==> run_1/placement.png <==
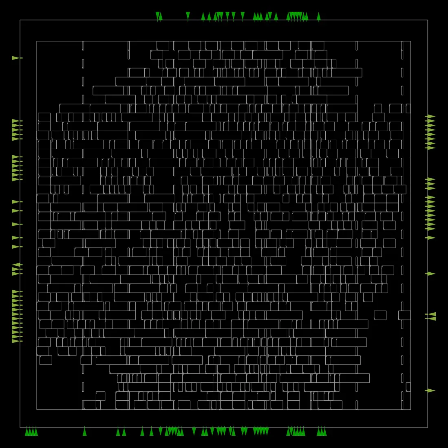
==> run_1/clk_routes.png <==
(2 px per um)
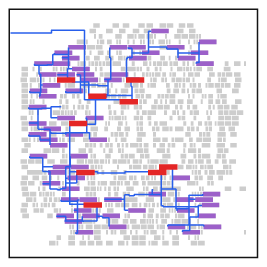
==> run_1/placement_by_type.png <==
(2 px per um)
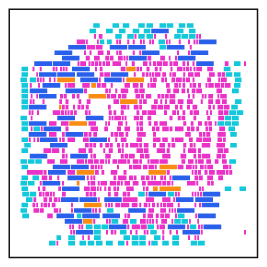
$ cat config.mk
export PLATFORM = sky130hd
export DESIGN_NAME = z80_jump_seq
export DESIGN_NICKNAME = d
export VERILOG_FILES = /design/src/rtl/z80_jump_seq.sv
export SDC_FILE = /design/constraint.sdc
export NUM_CORES = 1
export LEC_CHECK = 0
export CORE_MARGIN = 5
export CORE_UTILIZATION = 45
export CTS_CLUSTER_SIZE = 24
export DETAILED_ROUTE_END_ITERATION = 16
export PLACE_DENSITY_LB_ADDON = 0.3
export SLEW_MARGIN = 20
export SYNTH_ARGS = -nofsm -noshare
export SYNTH_HDL_FRONTEND = slang
export SYNTH_SLANG_ARGS = --single-unit
$ cat constraint.sdc
create_clock -name clk -period 12.6 [get_ports clk]
set_clock_uncertainty 0.05 [all_clocks]
set_input_delay 3.15 -clock clk [delete_from_list [all_inputs] [get_ports clk]]
set_output_delay 3.15 -clock clk [all_outputs]
set_load 0.1 [all_outputs]
$ cat src/rtl/z80_jump_seq.sv
// z80_jump_seq: sequencer for the Z80 jump/branch family (JP nn, JP cc,nn, JP (HL), JR e,
// JR cc,e, DJNZ e). The opcode byte has already been fetched; this block fetches the operand
// bytes over a simple req/ack read port, resolves the branch, and reports the next PC plus the
// architectural T/M-cycle totals for the instruction.
//
// Parameters
//   ADDR_W      address/PC width, 8..32
//   ENABLE_REL  1: JR / JR cc / DJNZ supported, 0: those opcodes decode as illegal
//
// Ports
//   clk, reset          rising-edge clock, asynchronous active-high reset
//   start               one-cycle request, opcode/flags/b_in/pc_in/hl_in valid in that cycle
//   opcode, flags, b_in opcode byte, F register (S=7, Z=6, P/V=2, C=0), B register
//   pc_in, hl_in        address of the byte after the opcode, HL register
//   mem_req, mem_addr   operand read request, held with a stable address until mem_ack
//   mem_ack, mem_data   read acknowledge, data captured on the acknowledging edge
//   busy                high from the cycle after an accepted start through the done cycle
//   done                one-cycle completion pulse; every result below is valid only with done
//   taken, illegal      branch taken, opcode unsupported
//   pc_out              next PC
//   b_out, b_we         decremented B and its write strobe (DJNZ only)
//   tcycles, mcycles    T-cycle / M-cycle totals including M1

module z80_jump_seq #(
  parameter int unsigned ADDR_W     = 16,
  parameter int unsigned ENABLE_REL = 1
) (
  input  logic              clk,
  input  logic              reset,
  input  logic              start,
  input  logic [7:0]        opcode,
  input  logic [7:0]        flags,
  input  logic [7:0]        b_in,
  input  logic [ADDR_W-1:0] pc_in,
  input  logic [ADDR_W-1:0] hl_in,
  output logic              mem_req,
  output logic [ADDR_W-1:0] mem_addr,
  input  logic              mem_ack,
  input  logic [7:0]        mem_data,
  output logic              busy,
  output logic              done,
  output logic              taken,
  output logic              illegal,
  output logic [ADDR_W-1:0] pc_out,
  output logic [7:0]        b_out,
  output logic              b_we,
  output logic [4:0]        tcycles,
  output logic [2:0]        mcycles
);

  localparam bit RelEn = (ENABLE_REL != 0);

  // Last INTERNAL count value; INTERNAL occupies exactly five clocks.
  localparam logic [2:0] IntLast = 3'd4;

  typedef enum logic [2:0] {
    StIdle,
    StRdLo,
    StRdHi,
    StInternal,
    StFin
  } state_e;

  typedef enum logic [2:0] {
    ClsIllegal,
    ClsJp,
    ClsJpCc,
    ClsJpHl,
    ClsJr,
    ClsJrCc,
    ClsDjnz
  } cls_e;

  // Instruction class of an opcode byte.
  function automatic cls_e decode(input logic [7:0] op);
    cls_e cls;
    cls = ClsIllegal;
    if (op == 8'hC3) begin
      cls = ClsJp;
    end else if (op[7:6] == 2'b11 && op[2:0] == 3'b010) begin
      cls = ClsJpCc;
    end else if (op == 8'hE9) begin
      cls = ClsJpHl;
    end else if (RelEn) begin
      if (op == 8'h18) begin
        cls = ClsJr;
      end else if (op[7:5] == 3'b001 && op[2:0] == 3'b000) begin
        cls = ClsJrCc;
      end else if (op == 8'h10) begin
        cls = ClsDjnz;
      end
    end
    return cls;
  endfunction

  // Condition codes 0..7: NZ, Z, NC, C, PO, PE, P, M.
  function automatic logic cond_true(input logic [2:0] cc, input logic s, input logic z,
                                     input logic pv, input logic c);
    logic res;
    unique case (cc)
      3'd0:    res = ~z;
      3'd1:    res = z;
      3'd2:    res = ~c;
      3'd3:    res = c;
      3'd4:    res = ~pv;
      3'd5:    res = pv;
      3'd6:    res = ~s;
      default: res = s;
    endcase
    return res;
  endfunction

  state_e state_q, state_d;
  logic [2:0] int_cnt_q, int_cnt_d;

  cls_e              cls_q;
  logic              cond_q;
  logic [7:0]        b_q;
  logic [ADDR_W-1:0] pc_q;
  logic [ADDR_W-1:0] hl_q;
  logic [7:0]        lo_q;
  logic [7:0]        hi_q;

  // Decode of the incoming request.
  cls_e       cls_in;
  logic [2:0] cc_in;
  logic       cond_in;
  logic       accept;

  assign cls_in  = decode(opcode);
  // JP cc uses bits [5:3]; JR cc only has NZ/Z/NC/C in bits [4:3].
  assign cc_in   = (opcode[7:6] == 2'b11) ? opcode[5:3] : {1'b0, opcode[4:3]};
  assign cond_in = cond_true(cc_in, flags[7], flags[6], flags[2], flags[0]);
  assign accept  = (state_q == StIdle) && start;

  logic unused_flags;
  assign unused_flags = ^{flags[5:3], flags[1]};

  // Branch resolution from the captured instruction.
  logic [7:0]        b_dec;
  logic              djnz_taken;
  logic              rel_taken;
  logic              is_jp_form;
  logic [ADDR_W-1:0] jp_target;
  logic [ADDR_W-1:0] disp;
  logic [ADDR_W-1:0] pc_next;
  logic [ADDR_W-1:0] rel_target;

  assign b_dec      = b_q - 8'd1;
  assign djnz_taken = (b_dec != 8'd0);
  assign rel_taken  = (cls_q == ClsJr) || (cls_q == ClsJrCc && cond_q) ||
                      (cls_q == ClsDjnz && djnz_taken);
  assign is_jp_form = (cls_q == ClsJp) || (cls_q == ClsJpCc);
  assign jp_target  = ADDR_W'({hi_q, lo_q});
  assign disp       = ADDR_W'($signed(lo_q));
  assign pc_next    = pc_q + ADDR_W'(1);
  assign rel_target = pc_next + disp;

  // State register.
  always_ff @(posedge clk or posedge reset) begin
    if (reset) begin
      state_q   <= StIdle;
      int_cnt_q <= 3'd0;
    end else begin
      state_q   <= state_d;
      int_cnt_q <= int_cnt_d;
    end
  end

  // Next-state logic.
  always_comb begin
    state_d   = state_q;
    int_cnt_d = 3'd0;
    unique case (state_q)
      StIdle: begin
        if (start) begin
          unique case (cls_in)
            ClsJp, ClsJpCc, ClsJr, ClsJrCc, ClsDjnz: state_d = StRdLo;
            default:                                 state_d = StFin;
          endcase
        end
      end
      StRdLo: begin
        if (mem_ack) begin
          if (is_jp_form) begin
            state_d = StRdHi;
          end else if (rel_taken) begin
            state_d = StInternal;
          end else begin
            state_d = StFin;
          end
        end
      end
      StRdHi: begin
        if (mem_ack) begin
          state_d = StFin;
        end
      end
      StInternal: begin
        if (int_cnt_q == IntLast) begin
          state_d = StFin;
        end else begin
          int_cnt_d = int_cnt_q + 3'd1;
        end
      end
      StFin:   state_d = StIdle;
      default: state_d = StIdle;
    endcase
  end

  // Instruction and operand capture.
  always_ff @(posedge clk or posedge reset) begin
    if (reset) begin
      cls_q  <= ClsIllegal;
      cond_q <= 1'b0;
      b_q    <= 8'd0;
      pc_q   <= '0;
      hl_q   <= '0;
      lo_q   <= 8'd0;
      hi_q   <= 8'd0;
    end else begin
      if (accept) begin
        cls_q  <= cls_in;
        cond_q <= cond_in;
        b_q    <= b_in;
        pc_q   <= pc_in;
        hl_q   <= hl_in;
      end
      if (state_q == StRdLo && mem_ack) begin
        lo_q <= mem_data;
      end
      if (state_q == StRdHi && mem_ack) begin
        hi_q <= mem_data;
      end
    end
  end

  // Outputs. Results are driven only in FIN so every result reads zero outside done.
  always_comb begin
    mem_req  = 1'b0;
    mem_addr = '0;
    busy     = (state_q != StIdle);
    done     = 1'b0;
    taken    = 1'b0;
    illegal  = 1'b0;
    pc_out   = '0;
    b_out    = 8'd0;
    b_we     = 1'b0;
    tcycles  = 5'd0;
    mcycles  = 3'd0;
    unique case (state_q)
      StRdLo: begin
        mem_req  = 1'b1;
        mem_addr = pc_q;
      end
      StRdHi: begin
        mem_req  = 1'b1;
        mem_addr = pc_next;
      end
      StFin: begin
        done = 1'b1;
        unique case (cls_q)
          ClsJp: begin
            taken   = 1'b1;
            pc_out  = jp_target;
            tcycles = 5'd10;
            mcycles = 3'd3;
          end
          ClsJpCc: begin
            taken   = cond_q;
            pc_out  = cond_q ? jp_target : pc_q + ADDR_W'(2);
            tcycles = 5'd10;
            mcycles = 3'd3;
          end
          ClsJpHl: begin
            taken   = 1'b1;
            pc_out  = hl_q;
            tcycles = 5'd4;
            mcycles = 3'd1;
          end
          ClsJr: begin
            taken   = 1'b1;
            pc_out  = rel_target;
            tcycles = 5'd12;
            mcycles = 3'd3;
          end
          ClsJrCc: begin
            taken   = cond_q;
            pc_out  = cond_q ? rel_target : pc_next;
            tcycles = cond_q ? 5'd12 : 5'd7;
            mcycles = cond_q ? 3'd3 : 3'd2;
          end
          ClsDjnz: begin
            taken   = djnz_taken;
            pc_out  = djnz_taken ? rel_target : pc_next;
            b_out   = b_dec;
            b_we    = 1'b1;
            tcycles = djnz_taken ? 5'd13 : 5'd8;
            mcycles = djnz_taken ? 3'd3 : 3'd2;
          end
          default: begin
            illegal = 1'b1;
            pc_out  = pc_q;
          end
        endcase
      end
      default: ;
    endcase
  end

endmodule
==> ci_impl_report.md, run 1 <==
### Flow metrics

| Metric | Value |
|---|---|
| Core Util at FP | `a little under half` |
| Hold-critical path depth | `1` |
| CTS Sinks | `66` |
| Yosys adder share | `5.539%` |
| Tool warning count | `35` |
| Buffering overhead | `~16%` |
| Top cells by area | `dfrtp_1 (29%), nand2_1 (11%), o21ai_0 (6.1%)` |
| Die W | `123.4 um` |
| Multi-input gates | `between 600 and 700` |
| Clock-pin slew on the worst setup and hold paths | `0.06 ns` |
| Synth Instances | `768` |
| Cts bufs inserted | `9` |
| Measured slew at the worst slew-check pin | `1.137 ns` |
| Postcts setup bufs | `0` |
| Crit path buf inv count | `1` |
| Cell type with the largest total area | `dfrtp_1` |
| Fin. max-slew vios | `0` |
| Worst Min Path Start | `int_cnt_q[0]` |
| Synth cell types | `76` |
| DR vias | `6,016` |
| Setup TNS Final | `0 ns` |
| Synth Flop Type | `dfrtp_1` |
| Biggest Area Class | `multi-input combinational cells` |
| Worst path depth | `13` |
| CTS root buf | `clkbuf_16` |
| Post-DRT Antenna Nets | `0` |
| Flip-flops with a built-in enable | `0` |
| Sw Share | `43.83%` |
| Worst setup path end | `pc_out[14]` |
| R2R depth | `5` |
| Mean Syn Cell Area | `approximately 7.5 um2` |
| DRC | `0` |
| XORs/XNORs by Area | `around 6.5%` |
| Place WS | `4.557 ns` |
| Seq group | `0.316 mW` |
| Final WS setup | `4.133 ns` |
| Top power group | `combinational logic` |
| Worst R2R Start | `cls_q[1]` |
| R2r setup slk | `9.67 ns` |
| Io pins | `around 120` |
| Syn Std Cell Area | `between 5000 and 6000 um2` |
| Relative slew slack | `23.94%` |
| Comb power | `0.427 mW` |
| Number of global-route vias before repair | `5,456` |
| Placed Cells | `1,006` |
| Non-clock buffers | `119` |
| Unrepaired setup endpoints after global routing | `no` |
| Internal | `0.5607 mW` |
| GRT overflow | `0` |
| Hold Path End | `int_cnt_q[0]` |
| Initial antenna violation count | `0` |
| Reg power frac | `31.6%` |
| Reg2reg end | `state_q[1]` |
| Hold Slack | `0.4092 ns` |
| Data required, critical path | `9.40 ns` |
| PwrDens | `138.7 nW/um2` |
| Storage cell area | `1652 um2` |
| # Cells Yosys | `approximately 770` |
| Worst min path class | `register to register` |
| Hold Fails Final Rpt | `0` |
| Antenna diodes | `0` |
| Logic gate share of total power | `42.7%` |
| And+or+nand+nor area frac | `26.05%` |
| Worst setup EP type | `output pin` |
| Initial DRT Pass Iterations | `5` |
| Status | `completed` |
| FILL cells | `between 1,000 and 1,500` |
| Mux share | `4.046%` |
About placement.png:
Seq/total area: 22.94%
Post-Layout Cell Count: 1,022

About clk_routes.png:
[blue] clock wires | length: 946 um
[purple] flip-flops | count: 66
[red] clock drivers | count: 9
flops lie: all over the die
routed clock nets: 10
clock network power: 0.256 mW
Late-Pin Clk Latency: 0.33 ns
Clock Power Share: 25.6%

About placement_by_type.png:
| colour | class | cells |
|---|---|---|
| orange | clock drivers and dummy loads | 16 |
| blue | sequential cells | 66 |
| magenta | combinational and other logic | 649 |
| cyan | remaining buffers and delay cells | 119 |
CORE AREA: 12,620 um2
row cnt: 41

run 1: state kept, by name, summed over array words and instances (netlist names):
signal and flops:
pc_q 16, hl_q 16, state_q 3, b_q 8, int_cnt_q 3, lo_q 8, cls_q 3, hi_q 8
cond_q 1
run 1: synth_stat cells, drive strengths merged (3+ instances only):
master and count:
a21o 9, o21ai 73, o21a 4, a22o 7, xnor2 26, a2111oi 3, clkinv 3, nand4 11
nand2b 10, and3 6, dfrtp 66, or2 4, nor2 56, nor3 16, ha 24, or3 6
a21oi 41, and2 5, o22ai 7, a222oi 3, o31ai 8, mux2 17, a31oi 17, a31o 3
xor2 17, buf 21, and3b 3, nor2b 3, clkbuf 33, o221ai 4, nor4 8, o211ai 8
nand3 21, nand3b 3, nand2 172, inv 17
run 1: cells in the final DEF, fill, tap and decap left out, drive strengths merged, types with 3 or more instances in the layout:
cell type,netlist,final
dfrtp,66,66
a21o,9,9
o21a,4,4
and2,5,5
nand3,21,21
nor3,16,16
o221ai,4,4
a21oi,41,41
inv,17,17
a31o,3,3
nor2,56,56
and3,6,6
or2,4,4
buf,21,4
nand2,172,172
xnor2,26,26
or3,6,6
nor4,8,8
nand2b,10,10
and3b,3,3
clkdlybuf4s50,0,115
clkinv,3,4
xor2,17,17
nand3b,3,3
o21ai,73,73
o31ai,8,8
mux2,17,17
ha,24,24
nand4,11,11
nor2b,3,3
a31oi,17,17
a2111oi,3,3
o211ai,8,8
a22o,7,7
o22ai,7,7
a222oi,3,3
clkbuf,33,12
run 1: layer usage:
layer  global-route usage (%)  up-vias  part of all wire, %
met5                        0        -                    0
met3                    3.614       52                  7.5
met1                    33.51     2824                   44
li1                         -     2878                    -
met2                    37.34      262                   45
met4                    8.443        0                  3.3
==> run_1/flops_by_reg.png <==
(2 px per um)
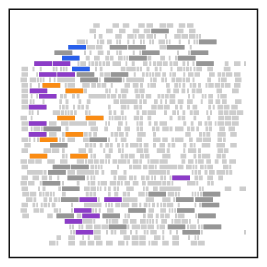

## Run 2: what changed since run 1
==> constraint.sdc (replaced) <==
create_clock -name clk -period 7.51 [get_ports clk]
set_clock_uncertainty 0.05 [all_clocks]
set_input_delay 1.8775 -clock clk [delete_from_list [all_inputs] [get_ports clk]]
set_output_delay 1.8775 -clock clk [all_outputs]
set_load 0.1 [all_outputs]
==> run_2/flops_by_reg.png <==
(2 px per um)
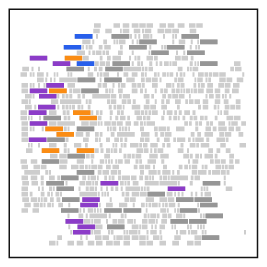
| colour | name in the netlist | placed flops |
|---|---|---|
| blue | int_cnt_q | 3 |
| purple | hl_q | 16 |
| orange | hi_q | 8 |
Seq group: 0.519 mW
Storage cell area: 1652 um2
Final Util: 57.06%
Seq/total area: 22.94%

==> run_2/clk_routes.png <==
(2 px per um)
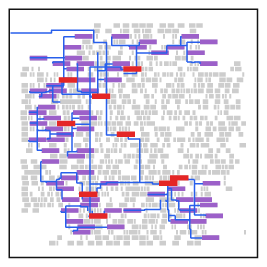
[purple] flip-flops | count: 66
[red] clock drivers | count: 9
[blue] clock wires | length: 974 um
routed clock nets: 10
Late-Pin Clk Latency: 0.34 ns
clock network power: 0.439 mW
Clock Power Share: 25.9%

==> run 2 against run 1 <==
  * First-iteration DRC count increased by 5.1%
  * Global-route usage increased by 0.56 points
  * Cell area about the same
  * Sequential power increased by 64%
  * Synthesized cell count unchanged
  * Cell count increased by 0.20%
  * Register-to-register slack got worse by 4.8 ns
  * Area after synthesis unchanged
  * Sequential share of layout area about the same
  * Combinational power increased by 72%
  * Clock power increased by 71%
==> ci_impl_report.md, run 2 <==
### Flow metrics

| Metric | Value |
|---|---|
| Tool warning count | `35 (unchanged)` |
| Initial antenna violation count | `0 (unchanged)` |
| Unrepaired setup endpoints after global routing | `no` |
| GRT overflow | `0 (unchanged)` |
| Chip height | `~120 um` |
| Post-synth ARST share | `100.0%` |
| Total Routed Length | `around 19,000 um` |
| Final WS setup | `0.7714 ns (-3.361 ns)` |
| Top cells by area | `dfrtp_1 (29%), nand2_1 (11%), o21ai_0 (6.1%)` |
| # Cells Yosys | `768 (unchanged)` |
| CTS root buf | `clkbuf_16` |
| Cts bufs inserted | `9 (unchanged)` |
| Worst R2R Start | `state_q[1]` |
| R2r setup slk | `4.89 ns (-4.78 ns)` |
| Reg2reg end | `hi_q[6]` |
| Most common cell in the netlist | `nand2_1` |
| Cell type with the largest total area | `dfrtp_1` |
| Post-Layout Cell Count | `1,024 (+0.20%)` |
| Worst Min Path Start | `int_cnt_q[0]` |
| Clock-pin slew on the worst setup and hold paths | `0.06 ns (about the same)` |
| Post-DRT Antenna Nets | `0 (unchanged)` |
| Fin. max-slew vios | `0 (unchanged)` |
| CORE AREA | `12,620 um2 (unchanged)` |
| Measured slew at the worst slew-check pin | `1.111 ns (-0.02566 ns)` |
| Hold-critical path depth | `1 (unchanged)` |
| Placed Cells | `1,008 (+0.20%)` |
| Antenna diodes | `0 (unchanged)` |
| Top delay family on crit path | `buffers and inverters` |
| Row cnt | `41 (unchanged)` |
| Synth Instances | `768 (unchanged)` |
| Flip-flops with a built-in enable | `0 (unchanged)` |
| DR vias | `6,059 (+0.71%)` |
| Io pins | `122 (unchanged)` |
| Postcts setup bufs | `0 (unchanged)` |
| PwrDens | `235.3 nW/um2 (+70%)` |
| Number of global-route vias before repair | `5,530 (+1.4%)` |
| Hold Slack | `0.4149 ns (+0.005657 ns)` |
| Place WS | `1.242 ns (-3.315 ns)` |
| Setup TNS Final | `0 ns (unchanged)` |
| Syn Std Cell Area | `5783 um2 (unchanged)` |
| Core Util at FP | `45.83% (unchanged)` |
| Relative slew slack | `25.65% (+1.7 points)` |
| Max Cap Viol | `0` |
| Mean Syn Cell Area | `7.530 um2 (unchanged)` |
| CTS Sinks | `66 (unchanged)` |
| Top flop regs | `hl_q x16, pc_q x16` |
| Hold Path End | `int_cnt_q[0]` |
| Status | `completed` |
| Post-synth top cells | `nand2_1 (172), o21ai_0 (71), dfrtp_1 (66)` |
| Initial DRT Pass Iterations | `5 (unchanged)` |
| Commonest Layout Cell | `nand2_1` |
| Synth cell types | `76 (unchanged)` |
| R2R depth | `4 (-1)` |
| DRC | `0 (unchanged)` |
| Worst setup EP type | `output pin` |
| Crit path buf inv count | `1 (unchanged)` |
| Hold Fails Final Rpt | `0 (unchanged)` |
| Most frequent cells in the layout | `nand2_1 (171), clkdlybuf4s50_1 (108), o21ai_0 (71)` |
| Clock buffer depth | `2` |
| Data required, critical path | `5.58 ns (-3.82 ns)` |
| CP max FO | `11` |
| Die W | `123.4 um (unchanged)` |
| Synth Flop Type | `dfrtp_1` |
| Worst min path class | `register to register` |
| FILL cells | `1,221 (+1.3%)` |
[run 2: cell counts after synthesis]
Identical to the previous run, type by type.
[run 2: metal layers]
layer / wire length (um) / vias up / global-route usage [%] / part of all wire [%]
met5: 0 / - / 0 / 0
met2: 8388 / 271 / 37.68 / 45
met1: 7803 / 2841 / 32.92 / 42
met3: 1588 / 68 / 5.810 / 8.6
met4: 791 / 0 / 9.827 / 4.3
li1: - / 2879 / - / -
[run 2: area by class of cell]
type	instances	area share (%)
Multi-Input combinational cell	629	52.37
Sequential cell	66	22.94
Timing Repair Buffer	121	16.37
Clock buffer	9	3.128
Tap cell	172	2.989
Clock inverter	7	1.164
Inverter	20	1.043
[run 2: worst max-delay path by stage]
stage | cells past startpoint | end | startpoint
floorplan | 12 | pc_out[14] | pc_q[1]
global placement | 10 | pc_out[7] | pc_q[0]
detailed placement | 10 | pc_out[7] | pc_q[0]
CTS | 10 | pc_out[7] | pc_q[0]
global route | 10 | pc_out[7] | pc_q[0]
finish | 10 | pc_out[7] | pc_q[0]
[run 2: power by group]
part | switching (mW) | internal (mW) | leakage (nW)
logic | 0.478 | 0.258 | 2.09
clock network | 0.176 | 0.263 | 0.149
registers | 0.109 | 0.410 | 0.845
total | 0.764 | 0.931 | 3.08
[run 2: logic make-up (layout without fill, tap and decap cells)]
family / after synthesis / in the layout / synth area share [%]
flip-flops: 66 / 66 / 28.56
other: 1 / 2 / 0.06484
buffers and inverters: 74 / 157 / 6.339
AND/OR/NAND/NOR: 331 / 331 / 26.05
XOR/XNOR: 43 / 43 / 6.512
multiplexers: 20 / 20 / 4.046
adder cells (fa/ha/maj): 25 / 25 / 5.539
AND-OR/OR-AND: 208 / 208 / 22.89
==> run_2/placement_by_type.png <==
(2 px per um)
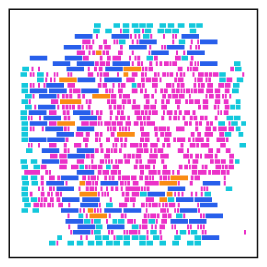

## Run 3: what changed since run 2
--- a/config.mk
+++ b/config.mk
@@ -7,8 +7,10 @@
 export LEC_CHECK = 0
 export CORE_MARGIN = 5
 export CORE_UTILIZATION = 45
+export CTS_CLUSTER_DIAMETER = 150
 export CTS_CLUSTER_SIZE = 24
 export DETAILED_ROUTE_END_ITERATION = 16
+export GPL_ROUTABILITY_DRIVEN = 0
 export PLACE_DENSITY_LB_ADDON = 0.3
 export SLEW_MARGIN = 20
 export SYNTH_ARGS = -nofsm -noshare
==> run_3/placement_by_type.png <==
(2 px per um)
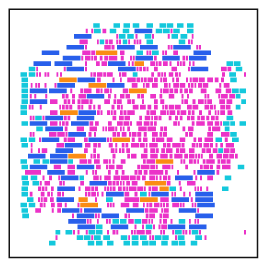
| colour | class | cells |
|---|---|---|
| orange | clock drivers and dummy loads | 14 |
| cyan | remaining buffers and delay cells | 121 |
| magenta | combinational and other logic | 649 |
| blue | sequential cells | 66 |
Final Util: 57.20%
Seq/total area: 22.88%
final instance area: 7218 um2

==> run_3/flops_by_reg.png <==
(2 px per um)
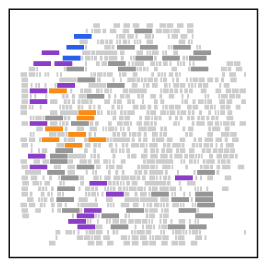
| colour | name in the netlist | placed flops |
|---|---|---|
| purple | hl_q | 16 |
| blue | int_cnt_q | 3 |
| orange | hi_q | 8 |
Seq group: 0.527 mW

==> run 3 against run 2 <==
  * Core utilization grew 0.14 points
  * Sequential power is 2% higher
  * Via count rose by 0.56%
  * First-iteration DRC count shrank 15%
  * Critical path depth rose by 3
  * Global-route usage decreased by 0.20 points
  * Cell count decreased by 0.20%
  * Sequential share of layout area fell by 0.056 points
  * Non-clock buffer count is the same
  * Critical endpoint is now pc_out[9]
==> ci_impl_report.md, run 3 <==
### Flow metrics

| Metric | Value |
|---|---|
| Cells along the critical path | `ha_1, and3_1, nand3_1, nor2_1, xor2_1, ha_1, a21oi_1, inv_1, a31oi_1, xnor2_1, nand3_1, a31oi_1, clkdlybuf4s50_1` |
| PwrDens | `237.5 nW/um2 (+0.90%)` |
| Wire length on met1 | `7709 um (-1.2%)` |
| Post-route total power | `1.714 mW` |
| Post-cts repair resize count | `0` |
| Relative slew slack | `26.48% (+0.83 points)` |
| Tool warning count | `35 (unchanged)` |
| Crit-path slowest cell | `clkdlybuf4s50_1` |
| CTS H-Tree Depth | `3` |
| Initial detailed-routing violation count | `582` |
| Met2 global-route usage | `37.95% (+0.27 points)` |
| Late-Pin Clk Latency | `0.33 ns (about the same)` |
| Antenna diodes | `0 (unchanged)` |
| CP arrival | `4.92 ns` |
| Most Used Layer, Global Route | `met2` |
| Leak | `3.093 nW` |
| Synth Flop Type | `dfrtp_1` |
| CTS root buf | `clkbuf_16` |
| Place WS | `1.088 ns (-0.1540 ns)` |
| DP Area | `6892 um2` |
| Port bufs | `115` |
| Chip area | `15,220 um2` |
| Critical path launch point type | `register` |
| Most common cell in the netlist | `nand2_1` |
| CTS Sinks | `66 (unchanged)` |
| Most frequent cells in the layout | `nand2_1 (172), clkdlybuf4s50_1 (109), o21ai_0 (71)` |
| Yosys stat area | `5783 um2` |
| Critical setup path kind | `register to output pin` |
| GRT overflow | `0 (unchanged)` |
| FMAX | `146.0 MHz` |
| Final period util | `between 90% and 100%` |
| Worst setup EP type | `output pin` |
| Metal2 WL | `8458 um (+0.83%)` |
| Synth Instances | `768 (unchanged)` |
| Final WS setup | `0.6624 ns (-0.1090 ns)` |
| Area share of the largest cell type after synthesis | `between 20% and 30%` |
| Commonest Layout Cell | `nand2_1` |
| TritonCTS clock tree | `built` |
| Peak supply drop | `~0.10 mV` |
| # Cells Yosys | `768 (unchanged)` |
| Crit path buf inv count | `2 (+1)` |
| Worst min path class | `register to register` |
| Initial antenna violation count | `0 (unchanged)` |
| Top delay family on crit path | `buffers and inverters` |
| Total Routed Length | `18,410 um (-0.85%)` |
| Layout cells sized above 1 | `7.176%` |
| Flops out of synthesis | `66` |
| Clock-pin slew on the worst setup and hold paths | `0.05 ns (about the same)` |
| Data required, critical path | `5.58 ns (about the same)` |
| Syn Std Cell Area | `5783 um2 (unchanged)` |
| Hold Slack | `0.4140 ns (-0.0009000 ns)` |
| Flip-flops with a built-in enable | `0 (unchanged)` |
| Synth cell types | `76 (unchanged)` |
| Io pins | `122 (unchanged)` |
| Post-synth top cells | `nand2_1 (172), o21ai_0 (71), dfrtp_1 (66)` |
| Initial DRT Pass Iterations | `6 (+1)` |
| Measured slew at the worst slew-check pin | `1.099 ns (-0.01239 ns)` |
| Number of global-route vias before repair | `5,506 (-0.43%)` |
| Max stage delay on crit path | `1.15 ns` |
| Cell type with the largest total area | `dfrtp_1` |
| Fin. max-slew vios | `0 (unchanged)` |
| Global Route Usage Sum | `24.21%` |
| # hold bufs at CTS | `0` |
| Final setup violation count | `0` |
| Sequential-to-total area share from yosys stat | `28.56%` |
| Cts bufs inserted | `9 (unchanged)` |
| Status | `completed` |
| Post-synth ARST share | `100.0% (unchanged)` |
| Global-route track usage on met3 | `4.300% (-1.5 points)` |
| Hold Fails Final Rpt | `0 (unchanged)` |
| Largest net degree at the start of global routing | `67` |
| Postcts setup bufs | `0 (unchanged)` |
| DR WL/cell | `18.02 um` |
| Top flop regs | `hl_q x16, pc_q x16` |
| Core Util at FP | `45.83% (unchanged)` |
| DRC | `0 (unchanged)` |
| Clock buffer depth | `2 (unchanged)` |
| Max layer used | `met4` |
| Area Overhead vs Synth | `24.82%` |
| Placed Cells | `1,008 (unchanged)` |
| Post-Layout Cell Count | `1,022 (-0.20%)` |
| First-pass GRT wire length | `~29,000 um` |
| Setup TNS Final | `0 ns (unchanged)` |
| Met1 Usage GRT | `33.60% (+0.68 points)` |
| Top cells by area | `dfrtp_1 (29%), nand2_1 (11%), o21ai_0 (6.1%)` |
| Mean Syn Cell Area | `7.530 um2 (unchanged)` |
| CP max FO | `11 (unchanged)` |
| Unrepaired setup endpoints after global routing | `no` |
| Vias/cell | `5.962` |
| DP HPWL | `between 10,000 and 15,000 um` |
| Row cnt | `41 (unchanged)` |
| Met3 wire length | `1696 um (+6.8%)` |
| DR vias | `6,093 (+0.56%)` |
| Synthesis Warnings | `0` |
| Die W | `123.4 um (unchanged)` |
| Post-DRT Antenna Nets | `0 (unchanged)` |
| Max Cap Viol | `0 (unchanged)` |
| CORE AREA | `12,620 um2 (unchanged)` |
| Nets | `between 900 and 1,000` |
| Chip height | `123.4 um (unchanged)` |
| Min cycle time layout | `6.848 ns` |
## run 3: netlist changes by cell type in the layout (fill, tap and decap cells not counted)
cell,before,now
clkbuf_8,0,3
inv_6,3,0
buf_4,13,12
bufinv_16,1,2
clkdlybuf4s50_1,108,109
clkinv_4,1,0
clkinvlp_4,1,0
inv_8,1,0
nand2_1,171,172
nand2_2,1,0
## run 3: final timing paths
kind,cells after the start,from,slack [ns],endpoint
worst max-delay path,13,pc_q[0],0.66,pc_out[9]
worst min-delay path,1,int_cnt_q[0],0.41,int_cnt_q[0]
worst max register to register,4,state_q[1],4.90,hi_q[0]
worst min register to register,1,int_cnt_q[0],0.41,int_cnt_q[0]
max in group asynchronous,3,reset,4.78,pc_q[3]
min in group asynchronous,3,reset,2.06,hl_q[3]
## run 3: cells by family after synthesis
| family | after synthesis | share of synthesized area (%) |
|---|---|---|
| AND-OR/OR-AND | 208 | 22.89 |
| XOR/XNOR | 43 | 6.512 |
| adder cells (fa/ha/maj) | 25 | 5.539 |
| buffers and inverters | 74 | 6.339 |
| flip-flops | 66 | 28.56 |
| multiplexers | 20 | 4.046 |
| other | 1 | 0.06484 |
| AND/OR/NAND/NOR | 331 | 26.05 |
## run 3: layout make-up
type | instances | area [um2]
fillers | 1208 | 5401
multi-input cells | 629 | 3769
flip-flops and latches | 66 | 1652
repair buffers | 121 | 1181
clock buffers | 12 | 266.5
well taps | 172 | 215.2
inverters | 20 | 75.07
clock inverters | 2 | 60.06
## run 3: where the power goes
part,internal (mW),total [mW],switching (mW)
Sequential,0.410,0.527,0.117
Clock,0.314,0.463,0.149
Combinational,0.258,0.725,0.467
Total,0.982,1.71,0.732
Power is estimated from default activity; no workload was simulated.
